### Supply network, run 1

The bar under the picture is 50 µm long. Pins as bars on the die edge. Tap cells in grey.
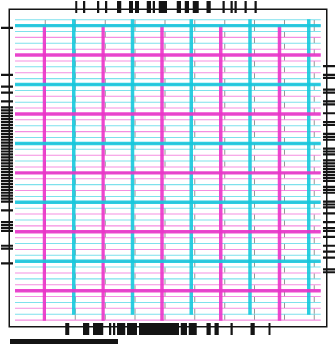
### Cell classes on the final placement, run 1

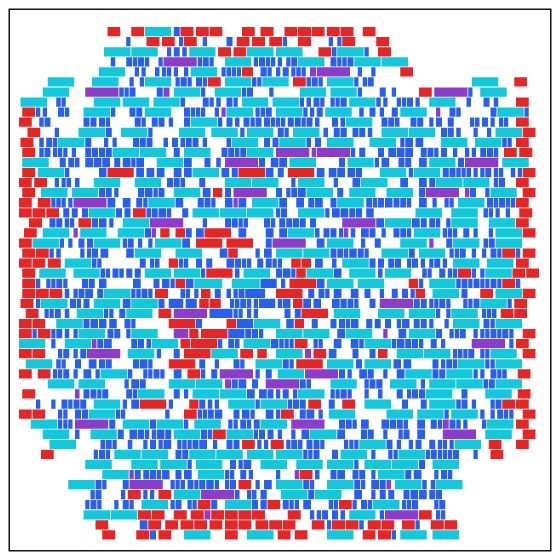
### Clock wires, drivers and flops, run 1

The bar under the picture is 50 µm long.
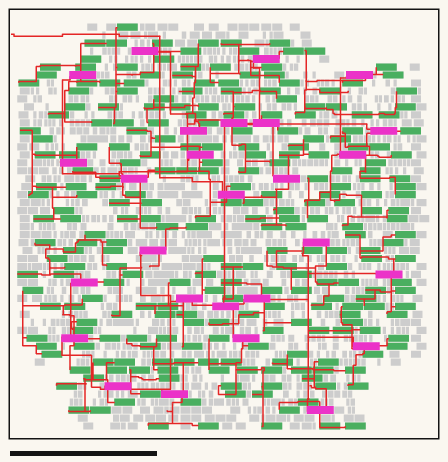
### Wiring by layer, run 1

The bar under the picture is 50 µm long. Only two layers are drawn.
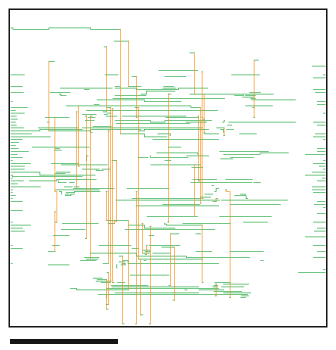
<file path="src/rtl/mac_cfg_loader_pkg.sv">
// ============================================================================
// mac_cfg_loader_pkg : shared widths, state encodings and cfg field offsets
// Revision: 1.0
// ============================================================================
`default_nettype none

package mac_cfg_loader_pkg;

   localparam int MAC_CONF_WIDTH = 4;
   localparam int MAC_MIN_WIDTH  = 8;
   localparam int MAC_MULT_WIDTH = 2 * MAC_MIN_WIDTH;
   localparam int MAC_ACC_WIDTH  = 2 * MAC_MULT_WIDTH;
   localparam int CFG_IN_WIDTH   = 32;
   localparam int CFG_WIDTH      = 4 * MAC_ACC_WIDTH + MAC_CONF_WIDTH;
   localparam int CFG_BEATS      = (CFG_WIDTH + CFG_IN_WIDTH - 1) / CFG_IN_WIDTH;
   localparam int BEAT_CNT_W     = $clog2(CFG_BEATS);

   localparam logic [1:0] ST_IDLE   = 2'd0;
   localparam logic [1:0] ST_COMMIT = 2'd1;

   // Field map of the cfg bus: conf at the bottom, initial K above it.
   localparam int CONF_LSB = 0;

   function automatic int init_lsb(input int k);
      return MAC_ACC_WIDTH * k + MAC_CONF_WIDTH;
   endfunction

endpackage

`default_nettype wire

</file>
<file path="src/rtl/mac_cfg_shadow.sv">
// ============================================================================
// mac_cfg_shadow : beat-indexed shadow register with beat counter and clear
// Revision: 1.0
// ============================================================================
`default_nettype none

module mac_cfg_shadow
   import mac_cfg_loader_pkg::*;
(
   input  logic                  clk,
   input  logic                  rst,
   input  logic                  clr,
   input  logic                  wr_en,
   input  logic [CFG_IN_WIDTH-1:0] wr_data,
   output logic [CFG_WIDTH-1:0]  shadow_nxt,
   output logic [BEAT_CNT_W-1:0] beat_cnt,
   output logic                  last_beat
);

   logic [CFG_WIDTH-1:0]  shadow_q;
   logic [CFG_WIDTH-1:0]  shadow_d;
   logic [BEAT_CNT_W-1:0] beat_cnt_q;
   logic [BEAT_CNT_W-1:0] beat_cnt_d;

   // The final beat is narrower than a full word; its upper bits are dropped.
   for (genvar i = 0; i < CFG_BEATS; i++) begin : g_beat
      localparam int LO = i * CFG_IN_WIDTH;
      localparam int W  = ((CFG_WIDTH - LO) < CFG_IN_WIDTH) ? (CFG_WIDTH - LO) : CFG_IN_WIDTH;
      assign shadow_d[LO +: W] = (wr_en && (beat_cnt_q == BEAT_CNT_W'(i)))
                               ? wr_data[W-1:0] : shadow_q[LO +: W];
   end

   assign last_beat  = (beat_cnt_q == BEAT_CNT_W'(CFG_BEATS - 1));
   assign shadow_nxt = shadow_d;
   assign beat_cnt   = beat_cnt_q;

   always_comb begin
      beat_cnt_d = beat_cnt_q;
      if (clr) begin
         beat_cnt_d = '0;
      end else if (wr_en) begin
         beat_cnt_d = last_beat ? '0 : beat_cnt_q + 1'b1;
      end
   end

   always_ff @(posedge clk) begin
      if (!rst) begin
         shadow_q   <= '0;
         beat_cnt_q <= '0;
      end else begin
         shadow_q   <= shadow_d;
         beat_cnt_q <= beat_cnt_d;
      end
   end

endmodule

`default_nettype wire

</file>
<file path="src/rtl/mac_cfg_loader.sv">
// ============================================================================
// mac_cfg_loader : assembles cfg beats, commits the full cfg bus with a strobe
// Optional beat parity checking: define MAC_CFG_LOADER_PARITY_EN
// Revision: 1.0
// ============================================================================
`default_nettype none

module mac_cfg_loader
   import mac_cfg_loader_pkg::*;
(
   input  logic                    clk,
   input  logic                    rst,
   input  logic [CFG_IN_WIDTH-1:0] in_data,
   input  logic                    in_valid,
   output logic                    in_ready,
   input  logic                    flush,
   input  logic                    en_in,
`ifdef MAC_CFG_LOADER_PARITY_EN
   input  logic                    in_parity,
   output logic                    cfg_err,
`endif
   output logic [CFG_WIDTH-1:0]    cfg,
   output logic                    cset,
   output logic                    cluster_en,
   output logic                    busy
);

   logic [1:0]            state_q;
   logic [1:0]            state_d;
   logic [CFG_WIDTH-1:0]  cfg_q;
   logic [CFG_WIDTH-1:0]  cfg_d;
   logic [CFG_WIDTH-1:0]  shadow_nxt;
   logic [BEAT_CNT_W-1:0] beat_cnt;
   logic                  last_beat;
   logic                  accept;
   logic                  par_bad;
   logic                  beat_ok;
   logic                  shadow_clr;
   logic                  is_commit;

   assign accept = in_valid & in_ready;

`ifdef MAC_CFG_LOADER_PARITY_EN
   logic cfg_err_q;
   logic cfg_err_d;

   assign par_bad = accept & ((^in_data) != in_parity);

   always_comb begin
      cfg_err_d = cfg_err_q;
      if (flush) begin
         cfg_err_d = 1'b0;
      end else if (par_bad) begin
         cfg_err_d = 1'b1;
      end
   end

   always_ff @(posedge clk) begin
      if (!rst) begin
         cfg_err_q <= 1'b0;
      end else begin
         cfg_err_q <= cfg_err_d;
      end
   end

   assign cfg_err = cfg_err_q;
`else
   assign par_bad = 1'b0;
`endif

   // A bad-parity beat aborts the load exactly like a flush.
   assign beat_ok    = accept & ~par_bad;
   assign shadow_clr = (state_q == ST_IDLE) & (flush | par_bad);

   mac_cfg_shadow u_shadow (
      .clk        (clk),
      .rst        (rst),
      .clr        (shadow_clr),
      .wr_en      (beat_ok),
      .wr_data    (in_data),
      .shadow_nxt (shadow_nxt),
      .beat_cnt   (beat_cnt),
      .last_beat  (last_beat)
   );

   always_ff @(posedge clk) begin
      if (!rst) begin
         state_q <= ST_IDLE;
         cfg_q   <= '0;
      end else begin
         state_q <= state_d;
         cfg_q   <= cfg_d;
      end
   end

   always_comb begin
      state_d = state_q;
      cfg_d   = cfg_q;
      case (state_q)
         ST_IDLE: begin
            if (beat_ok && last_beat) begin
               state_d = ST_COMMIT;
               cfg_d   = shadow_nxt;
            end
         end
         ST_COMMIT: state_d = ST_IDLE;
         default:   state_d = ST_IDLE;
      endcase
   end

   always_comb begin
      is_commit  = (state_q == ST_COMMIT);
      in_ready   = (state_q == ST_IDLE) && !flush;
      cset       = is_commit;
      cluster_en = en_in && !is_commit;
      busy       = is_commit || (beat_cnt != '0);
   end

   assign cfg = cfg_q;

endmodule

`default_nettype wire

</file>
<file path="config.mk">
export PLATFORM = sky130hd
export DESIGN_NAME = mac_cfg_loader
export DESIGN_NICKNAME = d
export VERILOG_FILES = /design/src/rtl/mac_cfg_loader_pkg.sv /design/src/rtl/mac_cfg_shadow.sv /design/src/rtl/mac_cfg_loader.sv
export SDC_FILE = /design/constraint.sdc
export NUM_CORES = 1
export LEC_CHECK = 0
export ABC_AREA = 1
export CORE_MARGIN = 2
export CORE_UTILIZATION = 53
export CTS_BUF_LIST = sky130_fd_sc_hd__clkbuf_16
export CTS_CLUSTER_DIAMETER = 100
export DETAILED_ROUTE_END_ITERATION = 8
export HOLD_SLACK_MARGIN = 0.12
export PLACE_DENSITY = 0.79
export SYNTH_ARGS = -nofsm -noshare
export SYNTH_HDL_FRONTEND = slang
export SYNTH_SLANG_ARGS = --single-unit
</file>
<file path="constraint.sdc">
create_clock -name clk -period 2.1 [get_ports clk]
set_input_delay 0.42 -clock clk [delete_from_list [all_inputs] [get_ports clk]]
set_output_delay 0.42 -clock clk [all_outputs]
set_load 0.005 [all_outputs]
</file>
==> flow_summary_export.csv, run 1 <==
group,metric,value,unit
synth,xor_area_frac,0,
detailed_routing,drc_errors,0,
clock_network,ctsResizeCount,4,
layout,comb_area,0.00394,mm²
synth,post-synth-top-count-cell,"nand2_1",
layout,regArea,0.00529,mm²
layout,comb_cells,811,
synth,fp_nets,1497,
setup_path,crit_path_end_kind,"primary output",
clock_network,clkTransAtPathRegs,0.06,ns
layout,layout-area-overhead-vs-synth,26.9,%
power,p_comb,502,µW
setup_path,r2r-end,"cfg[1]",
place,dp_hpwl,20.0,mm
final_timing,max_freq,492,MHz
place,placedCellCount,1817,
layout,layout-drive-gt1-share,0.0537,
setup_path,arrival,1.61,ns
synth,yosys_warnings,0,
place,placed_area,0.0128,mm²
grt,busiest_layer,"met2",
grt,track_usage,0.282,
floorplanning,core,0.0196,mm²
detailed_routing,wl_met2,14.1,mm
layout,nFillCells,1615,
synth,yosys_cells,1455,
hold_path,hp-start,"in_valid",
synth,ys_sh_simple,0.237,
clock_network,cts-root-buf,"clkbuf_16",
detailed_routing,drtIter0Drc,993,
synth,syn_area_per_cell,7.34,µm²
power,leakagePower,5.45,nW
grt,grt_pass1_vias,9374,
synth,syn_area,0.0107,mm²
grt,met3_usage,0.0414,
power,p_total,9.79,mW
flow_run,max_cap_viol_count,0,
synth,synth_top_flop_cell,"dfxtp_1",
hold_path,holdPathStages,3,
floorplanning,fp.dieW,146,µm
outcome,outcome,"completed",
synth,top_cells_by_count,"nand2_1 (273), inv_1 (266), dfxtp_1 (264)",
clock_network,numCtsBuffers,27,
power,p_int,7.52,mW
detailed_routing,post_drt_wl_per_cell,16.6,µm
synth,edf_count,0,
setup_path,ff2ff_path_depth,11,
final_timing,setup_tns,0,ns
floorplanning,rows,51,
grt,gr-total-overflow,0,
hold_path,whs_endpoint,"u_shadow.shadow_q[103]",
final_timing,setup_viol,0,
synth,top_area_cell,"dfxtp_1",
place,dp_worst_setup_slack,0.0289,ns
power,swShare,0.233,
floorplanning,dieArea,0.0213,mm²
floorplanning,die_y,146,µm
place,portBuffers,172,
power,power.switching,2.28,mW
synth,ys_sh_adder,0.00586,
layout,non_clock_buffer_area_share,0.163,
layout,layout_top_cell,"inv_1",
power,seqPwrFrac,0.516,
final_timing,setup_ws,0.0695,ns
place,gp_congestion,0.867,
synth,synthTopLogicFamily,"simple AND/OR/NAND/NOR gates",
synth,ys_sh_aoi,0.123,
setup_path,critPathRequiredTime,1.68,ns
synth,synth.top_cell.area_share,0.495,
floorplanning,io-pin-count,173,
layout,lay_top_cells,"inv_1 (273), nand2_1 (272), a21oi_1 (263), dfxtp_1 (262), clkdlybuf4s50_1 (169)",
synth,synth-async-reset-ratio,0,
grt,use_met2,0.454,
layout,buffers,209,
layout,nNetsFinal,1623,
clock_network,cts_tree,"built",
synth,synth_seq_share,0.495,
grt,grt_max_degree,65,
final_timing,fin_crit,2.03,ns
synth,topCellsByArea,"dfxtp_1 (50%), a21oi_1 (12%), nand2_1 (9.6%)",
-- 'Supply network' (at the start) --
VSS: shown in magenta. VDD: shown in cyan.
52 met1 rails follow the rows. 10 straps on met4. 173 signal pins sit on the boundary. 265 tap cells. The core has 51 rows.

-- 'Cell classes on the final placement' (at the start) --
flops: shown in cyan, cells 264, share of their area 40%. other buffers and delay cells: shown in red, cells 209, share of their area 17%. combinational and other logic: shown in blue, cells 1079, share of their area 37%. clock drivers and dummy loads: shown in purple, cells 49, share of their area 5.8%.
fin util: 0.692
Seq area share: 0.390
cell area after layout: 0.0136 mm²

-- 'Clock wires, drivers and flops' (at the start) --
clock drivers: shown in magenta, count 27. flip-flops: shown in green, count 264. clock wires: shown in red, length 2870 µm.
There are 28 routed clock nets.
Clock Latency Late Sink: 0.53 ns
P_clk: 4.24 mW
Clock power frac: 0.433
clk_skew: 0.00910 ns

-- 'Wiring by layer' (at the start) --
metal 3: shown in green, wire length 3020 µm. metal 4: shown in orange, wire length 1400 µm.

## run 1: worst max-delay path: stages (launching register included)
cell and delay [ns]:
dfxtp_2 0.34, inv_2 0.06, ha_2 0.17, inv_1 0.05
nor2_2 0.10, nand2_2 0.08, dlygate4sd2_1 0.28
## run 1: worst max-delay path by stage
stage / start / to / slack [ns] / depth (start not counted)
floorplan: u_shadow.beat_cnt[0] / busy / 0.45 / 6
global placement: flush / in_ready / 0.04 / 3
detailed placement: flush / in_ready / 0.03 / 3
CTS: u_shadow.beat_cnt[0] / busy / 0.004 / 6
global route: u_shadow.beat_cnt[0] / busy / 0.02 / 6
finish: u_shadow.beat_cnt[1] / busy / 0.07 / 6
## run 1: state kept, by name, summed over array words and instances (netlist names)
register,flops
cfg,132
u_shadow.shadow_q,128
u_shadow.beat_cnt,3
state_q,1
### Clock wiring as the flow saved it, run 1

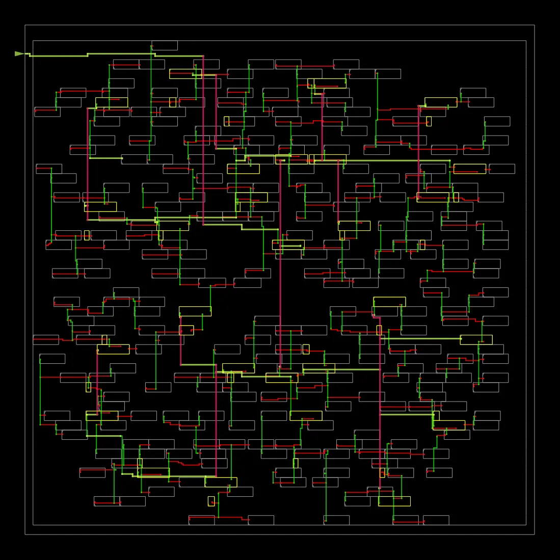

==> inputs of run 2 (changes only) <==
--- a/config.mk
+++ b/config.mk
@@ -10,6 +10,7 @@
 export CORE_UTILIZATION = 53
 export CTS_BUF_LIST = sky130_fd_sc_hd__clkbuf_16
 export CTS_CLUSTER_DIAMETER = 100
+export CTS_CLUSTER_SIZE = 40
 export DETAILED_ROUTE_END_ITERATION = 8
 export HOLD_SLACK_MARGIN = 0.12
 export PLACE_DENSITY = 0.79
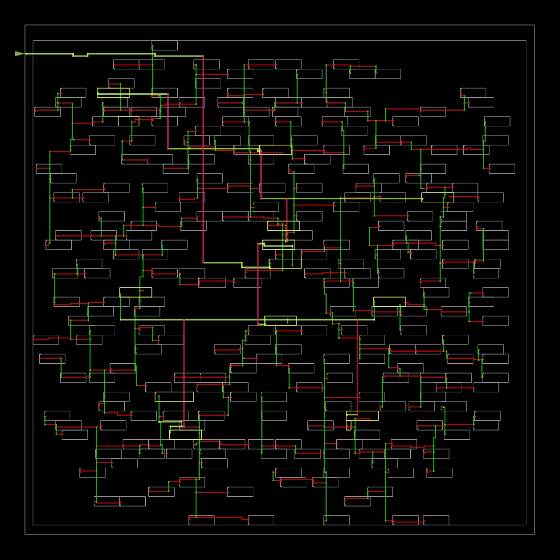
*Clock wiring as the flow saved it, run 2*
P_clk: 2.62 mW
clk_skew: 0.0183 ns
flop count: 264
clock buf count: 11
Clock Latency Late Sink: 0.49 ns

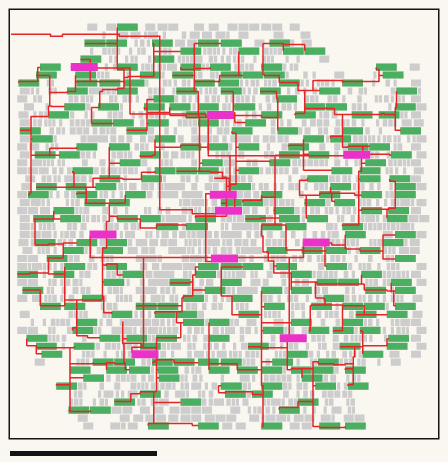
*Clock wires, drivers and flops, run 2*
The bar under the picture is 50 µm long.
clock drivers: shown in magenta, count 10. flip-flops: shown in green, count 264. clock wires: shown in red, length 2560 µm.
There are 11 routed clock nets. Position of the flops: widely spread.
Clock power frac: 0.321

==> flow_summary_export.csv, run 2 <==
group,metric,value,unit
outcome,outcome,"completed",
power,leakagePower,5.20,nW
setup_path,worstSetupEndpoint,"busy",
power,p_comb,504,µW
power,p_total,8.18,mW
place,gp_congestion,0.867,
clock_network,clkTransAtPathRegs,0.14,ns
clock_network,ctsResizeCount,4,
synth,syn_area_per_cell,7.34,µm²
synth,syn_area,0.0107,mm²
hold_path,holdPathStages,3,
layout,layout-drive-gt1-share,0.0415,
final_timing,setup_ws,0.0498,ns
layout,nNetsFinal,1608,
clock_network,numCtsBuffers,10,
clock_network,cts-root-buf,"clkbuf_16",
synth,yosys_warnings,0,
setup_path,startpoint,"u_shadow.beat_cnt[1]",
setup_path,crit_buf_inv,3,
synth,topCellsByArea,"dfxtp_1 (50%), a21oi_1 (12%), nand2_1 (9.6%)",
synth,fp_nets,1497,
power,power.switching,1.89,mW
synth,edf_count,0,
power,p_int,6.29,mW
power,combPwrFrac,0.062,
floorplanning,die_y,146,µm
synth,yosys_cells,1455,
synth,synth.top_cell.area_share,0.495,
floorplanning,fp.dieW,146,µm
final_timing,fin_crit,2.05,ns
synth,synth_top_flop_cell,"dfxtp_1",
layout,lay_top_cells,"nand2_1 (273), inv_1 (265), a21oi_1 (263), dfxtp_1 (262), clkdlybuf4s50_1 (169)",
synth,post-synth-top-count-cell,"nand2_1",
synth,synthTopLogicFamily,"simple AND/OR/NAND/NOR gates",
hold_path,hp-start,"in_valid",
synth,xor_area_frac,0,
clock_network,cts_tree,"built",
detailed_routing,drc_errors,0,
place,placed_area,0.0128,mm²
layout,final_util,0.670,
flow_run,max_cap_viol_count,0,
synth,synth-async-reset-ratio,0,
hold_path,whs_endpoint,"u_shadow.shadow_q[102]",
setup_path,critPathRequiredTime,1.68,ns
power,top_power_group,"sequential cells",
power,swShare,0.231,
layout,nFillCells,1707,
grt,grt_pass1_vias,9136,
final_timing,setup_tns,0,ns
floorplanning,core,0.0196,mm²
setup_path,arrival,1.63,ns
place,portBuffers,172,
floorplanning,dieArea,0.0213,mm²
setup_path,slowest_stage,"dfxtp_2",
setup_path,crit_cells,6,
final_timing,max_freq,488,MHz
final_timing,setup_viol,0,
setup_path,ff2ff_path_depth,11,
layout,layout_top_cell,"nand2_1",
place,dp_hpwl,20.0,mm
floorplanning,rows,51,
synth,top_cells_by_count,"nand2_1 (273), inv_1 (266), dfxtp_1 (264)",
clock_network,clockBufferDepth,3,
layout,largest_register_ffs,132,
place,placedCellCount,1817,
grt,track_usage,0.276,
synth,ys_sh_simple,0.237,
floorplanning,io-pin-count,173,
grt,grt_max_degree,65,
layout,layout-area-overhead-vs-synth,22.9,%
detailed_routing,drtIter0Drc,1036,
setup_path,worstPathCellList,"inv_1, ha_2, inv_1, nor2_2, nand2_1, dlygate4sd2_1",
==> run 2: netlist changes by cell type in the layout (fill, tap and decap cells not counted), sizes merged <==
cell    before  now
buf         38   40
inv        279  269
clkbuf      27   11
bufinv       0    1
clkinv      11    1
==> run 2: layer usage <==
metal	vias to the layer above	share of wire	GRT usage
li1	4919	-	-
met1	4625	0.41	0.374
met2	451	0.45	0.439
met3	86	0.093	0.0429
met4	0	0.050	0.123
met5	-	0	0
==> run 2: final cells by class <==
type                    instances  area, µm²  share of cell area
inverters                     268       1010              0.0773
clock buffers                  11        275              0.0210
flip-flops and latches        264       5290               0.403
repair buffers                211       2220               0.169
multi-input cells             811       3940               0.300
clock inverters                 3       50.0             0.00382
well taps                     265        332              0.0253
Power is estimated from default activity; no workload was simulated.
